### Wiring by layer, run 1

Only two layers are drawn.
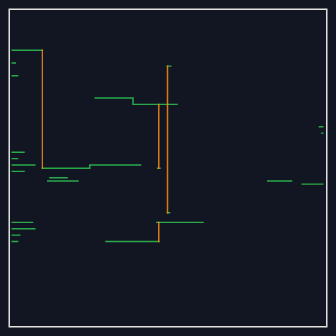
### Cell outlines without signal wires, run 1

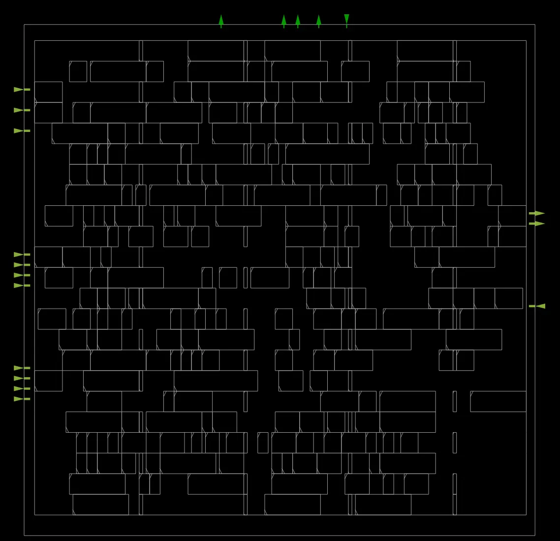
### Power grid, run 1

The bar under the picture is 20 um long. Pins as bars on the die edge.
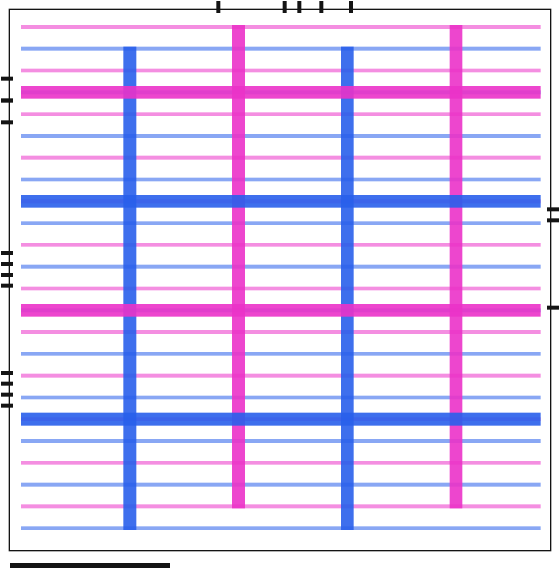
### Clock network drawn from the DEF, run 1

The bar under the picture is 20 um long.
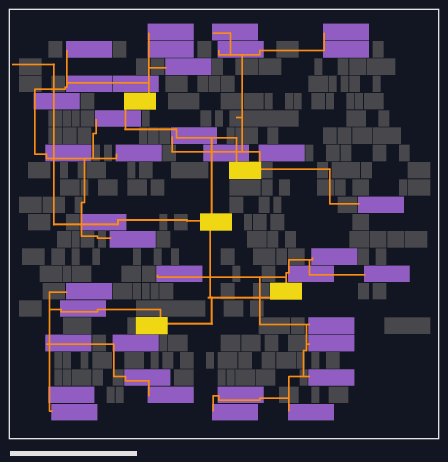
--- src/rtl/ps2_host_tx.sv ---
// rtl/ps2_host_tx.sv - PS/2 host-to-device byte transmitter over open-drain clock/data pads.
// Optional device-silence timeout is built when PS2_TX_TIMEOUT_EN is defined.
module ps2_host_tx #(
  parameter int INHIBIT_CYCLES = 6000,
  parameter int TIMEOUT_CYCLES = 750_000
) (
  input  logic       clk,
  input  logic       rst,
  input  logic       ps2_clk_in,
  input  logic       ps2_data_in,
  output logic       ps2_clk_oe,
  output logic       ps2_data_oe,
  input  logic [7:0] tx_data,
  input  logic       tx_valid,
  output logic       tx_ready,
  output logic       busy,
  output logic       tx_done,
  output logic       tx_error
);

  localparam int INH_W = $clog2(INHIBIT_CYCLES + 1);

  typedef enum logic [2:0] {
    S_IDLE, S_INHIBIT, S_START, S_SEND, S_ACK, S_WAIT_IDLE
  } state_t;

  state_t state, state_next;

  logic clk_s1, clk_s2, clk_prev;
  logic data_s1, data_s2;
  logic fall;

  logic [INH_W-1:0] inh_cnt;
  logic [3:0]       bit_cnt;
  logic [9:0]       shreg;
  logic             tx_bit;
  logic             nack;
  logic             done_r, error_r;
  logic             timeout_hit;

  // Pads idle high, so every stage reloads to 1 to avoid a false edge after reset.
  always_ff @(posedge clk) begin
    if (rst) begin
      clk_s1   <= 1'b1;
      clk_s2   <= 1'b1;
      clk_prev <= 1'b1;
      data_s1  <= 1'b1;
      data_s2  <= 1'b1;
    end else begin
      clk_s1   <= ps2_clk_in;
      clk_s2   <= clk_s1;
      clk_prev <= clk_s2;
      data_s1  <= ps2_data_in;
      data_s2  <= data_s1;
    end
  end

  assign fall = clk_prev & ~clk_s2;

`ifdef PS2_TX_TIMEOUT_EN
  localparam int TO_W = $clog2(TIMEOUT_CYCLES + 1);
  logic [TO_W-1:0] to_cnt;
  logic            active;

  assign active = (state == S_SEND) || (state == S_ACK) || (state == S_WAIT_IDLE);

  always_ff @(posedge clk) begin
    if (rst || !active || fall) begin
      to_cnt <= '0;
    end else if (to_cnt != TO_W'(TIMEOUT_CYCLES)) begin
      to_cnt <= to_cnt + 1'b1;
    end
  end

  assign timeout_hit = active && !fall && (to_cnt == TO_W'(TIMEOUT_CYCLES - 1));
`else
  localparam int unused_timeout_cycles = TIMEOUT_CYCLES;
  assign timeout_hit = 1'b0;
`endif

  always_ff @(posedge clk) begin
    if (rst) state <= S_IDLE;
    else     state <= state_next;
  end

  always_comb begin
    state_next = state;
    case (state)
      S_IDLE:      if (tx_valid) state_next = S_INHIBIT;
      S_INHIBIT:   if (inh_cnt == INH_W'(INHIBIT_CYCLES - 1)) state_next = S_START;
      S_START:     state_next = S_SEND;
      S_SEND:      if (fall && bit_cnt == 4'd9) state_next = S_ACK;
      S_ACK:       if (fall) state_next = S_WAIT_IDLE;
      S_WAIT_IDLE: if (clk_s2 && data_s2) state_next = S_IDLE;
      default:     state_next = S_IDLE;
    endcase
    if (timeout_hit) state_next = S_IDLE;
  end

  always_comb begin
    tx_ready    = (state == S_IDLE);
    busy        = (state != S_IDLE);
    ps2_clk_oe  = (state == S_INHIBIT) || (state == S_START);
    ps2_data_oe = 1'b0;
    if (state == S_START)     ps2_data_oe = 1'b1;
    else if (state == S_SEND) ps2_data_oe = ~tx_bit;
  end

  always_ff @(posedge clk) begin
    if (rst) begin
      inh_cnt <= '0;
      bit_cnt <= '0;
      shreg   <= '1;
      tx_bit  <= 1'b0;
      nack    <= 1'b0;
      done_r  <= 1'b0;
      error_r <= 1'b0;
    end else begin
      done_r  <= 1'b0;
      error_r <= 1'b0;
      inh_cnt <= (state == S_INHIBIT) ? inh_cnt + 1'b1 : '0;
      case (state)
        S_IDLE: begin
          if (tx_valid) begin
            shreg   <= {1'b1, ~^tx_data, tx_data};
            bit_cnt <= '0;
          end
        end
        S_START: tx_bit <= 1'b0;
        S_SEND: begin
          // Each device falling edge presents the next bit; the stop bit refills from the top.
          if (fall) begin
            tx_bit  <= shreg[0];
            shreg   <= {1'b1, shreg[9:1]};
            bit_cnt <= bit_cnt + 1'b1;
          end
        end
        S_ACK: begin
          if (fall) begin
            nack    <= data_s2;
            bit_cnt <= bit_cnt + 1'b1;
          end
        end
        S_WAIT_IDLE: begin
          if (clk_s2 && data_s2) begin
            done_r  <= ~nack;
            error_r <= nack;
          end
        end
        default: ;
      endcase
      if (timeout_hit) begin
        done_r  <= 1'b0;
        error_r <= 1'b1;
      end
    end
  end

  assign tx_done  = done_r;
  assign tx_error = error_r;

endmodule

--- config.mk ---
export PLATFORM = sky130hd
export DESIGN_NAME = ps2_host_tx
export DESIGN_NICKNAME = d
export VERILOG_FILES = /design/src/rtl/ps2_host_tx.sv
export SDC_FILE = /design/constraint.sdc
export NUM_CORES = 1
export LEC_CHECK = 0
export CORE_UTILIZATION = 45
export DETAILED_ROUTE_END_ITERATION = 16
export PLACE_DENSITY_LB_ADDON = 0.05
export SLEW_MARGIN = 30
export SYNTH_ARGS = -nofsm -noshare
export SYNTH_HDL_FRONTEND = slang
export SYNTH_SLANG_ARGS = --single-unit
--- constraint.sdc ---
create_clock -name clk -period 4.7 [get_ports clk]
set_input_delay 0.47 -clock clk [delete_from_list [all_inputs] [get_ports clk]]
set_output_delay 0.47 -clock clk [all_outputs]
set_load 0.02 [all_outputs]
==> results.yml, run 1 <==
# implementation run metrics
outcome:
  status: "finished, final reports clean"
worst_setup_path:
  startpoint_type: "flop"
  r2r-end: "bit_cnt[3]"
  timing.setup.critical_path_class: "reg -> out"
  cp-endpoint: "ps2_data_oe"
  crit_cells: 3
  critical_path.cell_chain: "nand2_1, a21oi_1, clkdlybuf4s50_1"
job:
  maxCapViolCount: 0
layout:
  nonClkBufAreaFrac_pct: 8.05
  clock_buffers: 6
  fin_nets: 257
  largest_class: "combinational gates"
  finalInstanceArea_um2: 2240
  largest_reg_flops: 13
  regArea_um2: 761
  lay_top_count: "dfxtp_1"
  inverters: 5
cts:
  post_cts_buffers: 0
  cts_buffers: 5
synthesis:
  dominantRegCellSynth: "dfxtp_1"
  fp_nets: 244
  xor_area_share_pct: 9.10
  synth_cell_types: 50
final_timing:
  rsz0062_at_grt: "false"
  worst_pin_slew_ps: 817
  fmax_mhz: 386
  period_needed_ps: 2590
  fin_hold_ws_ps: 411
  slew_headroom_pct: 45.4
detailed_routing:
  first_iter_violations: 73
  vias_per_cell: 5.35
  wl_met2_mm: 1.88
  dr.pass1.iters: 4
placement:
  place_area_um2: 2090
die:
  die-width_um: 67.4
  pin_count: 19
grt:
  gr-usage-met3_pct: 5.07
power_and_ir_drop:
  p_int_w: 0.000737
  p_sw_w: 0.000367
## Picture notes: 'Wiring by layer'
legend:
  M3:
    color: green
    wire_length: 114 um
  M4:
    color: orange
    wire_length: 74.1 um

## Picture notes: 'Cell outlines without signal wires'
Filler cells: 380
final core utilization: 55.1%
core area: 4060 um2
Post-Layout Cell Count: 292

## Picture notes: 'Power grid'
legend:
  VDD:
    color: magenta
  VSS:
    color: blue
rows: 23
met4 straps: 4
met1 rails: 24

## Picture notes: 'Clock network drawn from the DEF'
legend:
  clock-net drivers:
    color: yellow
    count: 5
  flip-flops:
    color: purple
    count: 38
  clock wires:
    color: orange
    length: 466 um
flops lie: spread over the die

--- run 2 (diff from run 1) ---
Clock period 4.7 ns to 2.15 ns, I/O delays scaled along.
### Power grid, run 2

The bar under the picture is 20 um long. Pins as bars on the die edge.
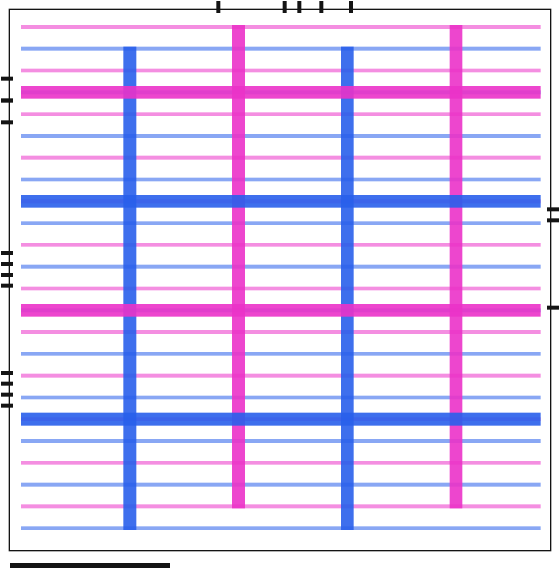
legend:
  VDD:
    color: magenta
  VSS:
    color: blue
rows: 23
met5 straps: 4
met1 rails: 24

### Cell outlines without signal wires, run 2

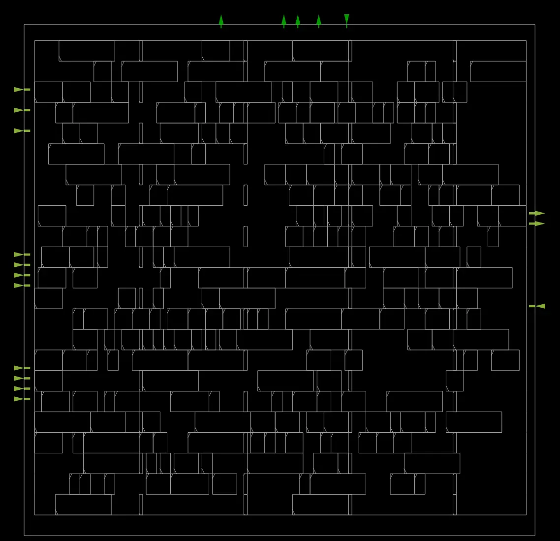
final core utilization: 55.8%
Post-Layout Cell Count: 301
Site Rows: 23
FFs & Latches: 38

==> run 2 against run 1 <==
Compared with the run above: via count grew 5.1%; wire length up 2.3%; worst hold slack better by 6.6 ps; sequential share of layout area is 0.30 points lower; core utilization grew 0.68 points; global-route usage grew 0.43 points; clock skew shrank 4.7 ps; setup slack lost 2000 ps; first-iteration DRC count is 78% higher; power is 110% higher; clock power up 53%; critical path type unchanged.
==> results.yml, run 2 <==
# implementation run metrics
layout:
  fill_cells: 369
  clock_buffers: 6
  regArea_um2: 763
  finalInstanceArea_um2: 2260
  largest_class: "combinational gates"
  largest_reg_flops: 13
  nonClkBufAreaFrac_pct: 10.9
  layout-drive-gt1-share_pct: 14.7
  lay_top_count: "dfxtp_1"
  inverters: 5
  fin_nets: 266
final_timing:
  slew_headroom_pct: 70.2
  fin_hold_ws_ps: 418
  fmax_mhz: 495
  rsz0062_at_grt: "false"
  period_needed_ps: 2020
die:
  pin_count: 19
  fp_util_pct: 47.4
  core_area_um2: 4060
synthesis:
  synth_cell_types: 50
  dominantRegCellSynth: "dfxtp_1"
  fp_nets: 244
job:
  maxCapViolCount: 0
power_and_ir_drop:
  p_int_w: 0.00144
  p_sw_w: 0.000842
worst_setup_path:
  r2r-end: "shreg[2]"
  timing.setup.critical_path_class: "reg -> out"
  crit_cells: 4
  cp-endpoint: "ps2_clk_oe"
  critical_path.cell_chain: "buf_4, xnor2_1, nor2_1, clkdlybuf4s50_1"
cts:
  cts_buffers: 5
outcome:
  status: "finished, final reports clean"
placement:
  place_area_um2: 2160
grt:
  gr-usage-met3_pct: 5.57
### Wiring by layer, run 2

Only two layers are drawn.
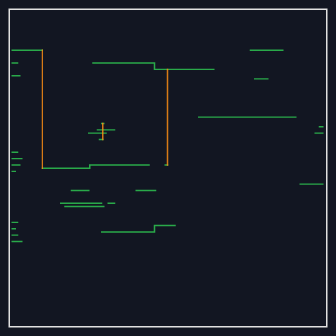
legend:
  M4:
    color: orange
    wire_length: 49.0 um
  M3:
    color: green
    wire_length: 160 um

Power and IR drop assume default switching activity.
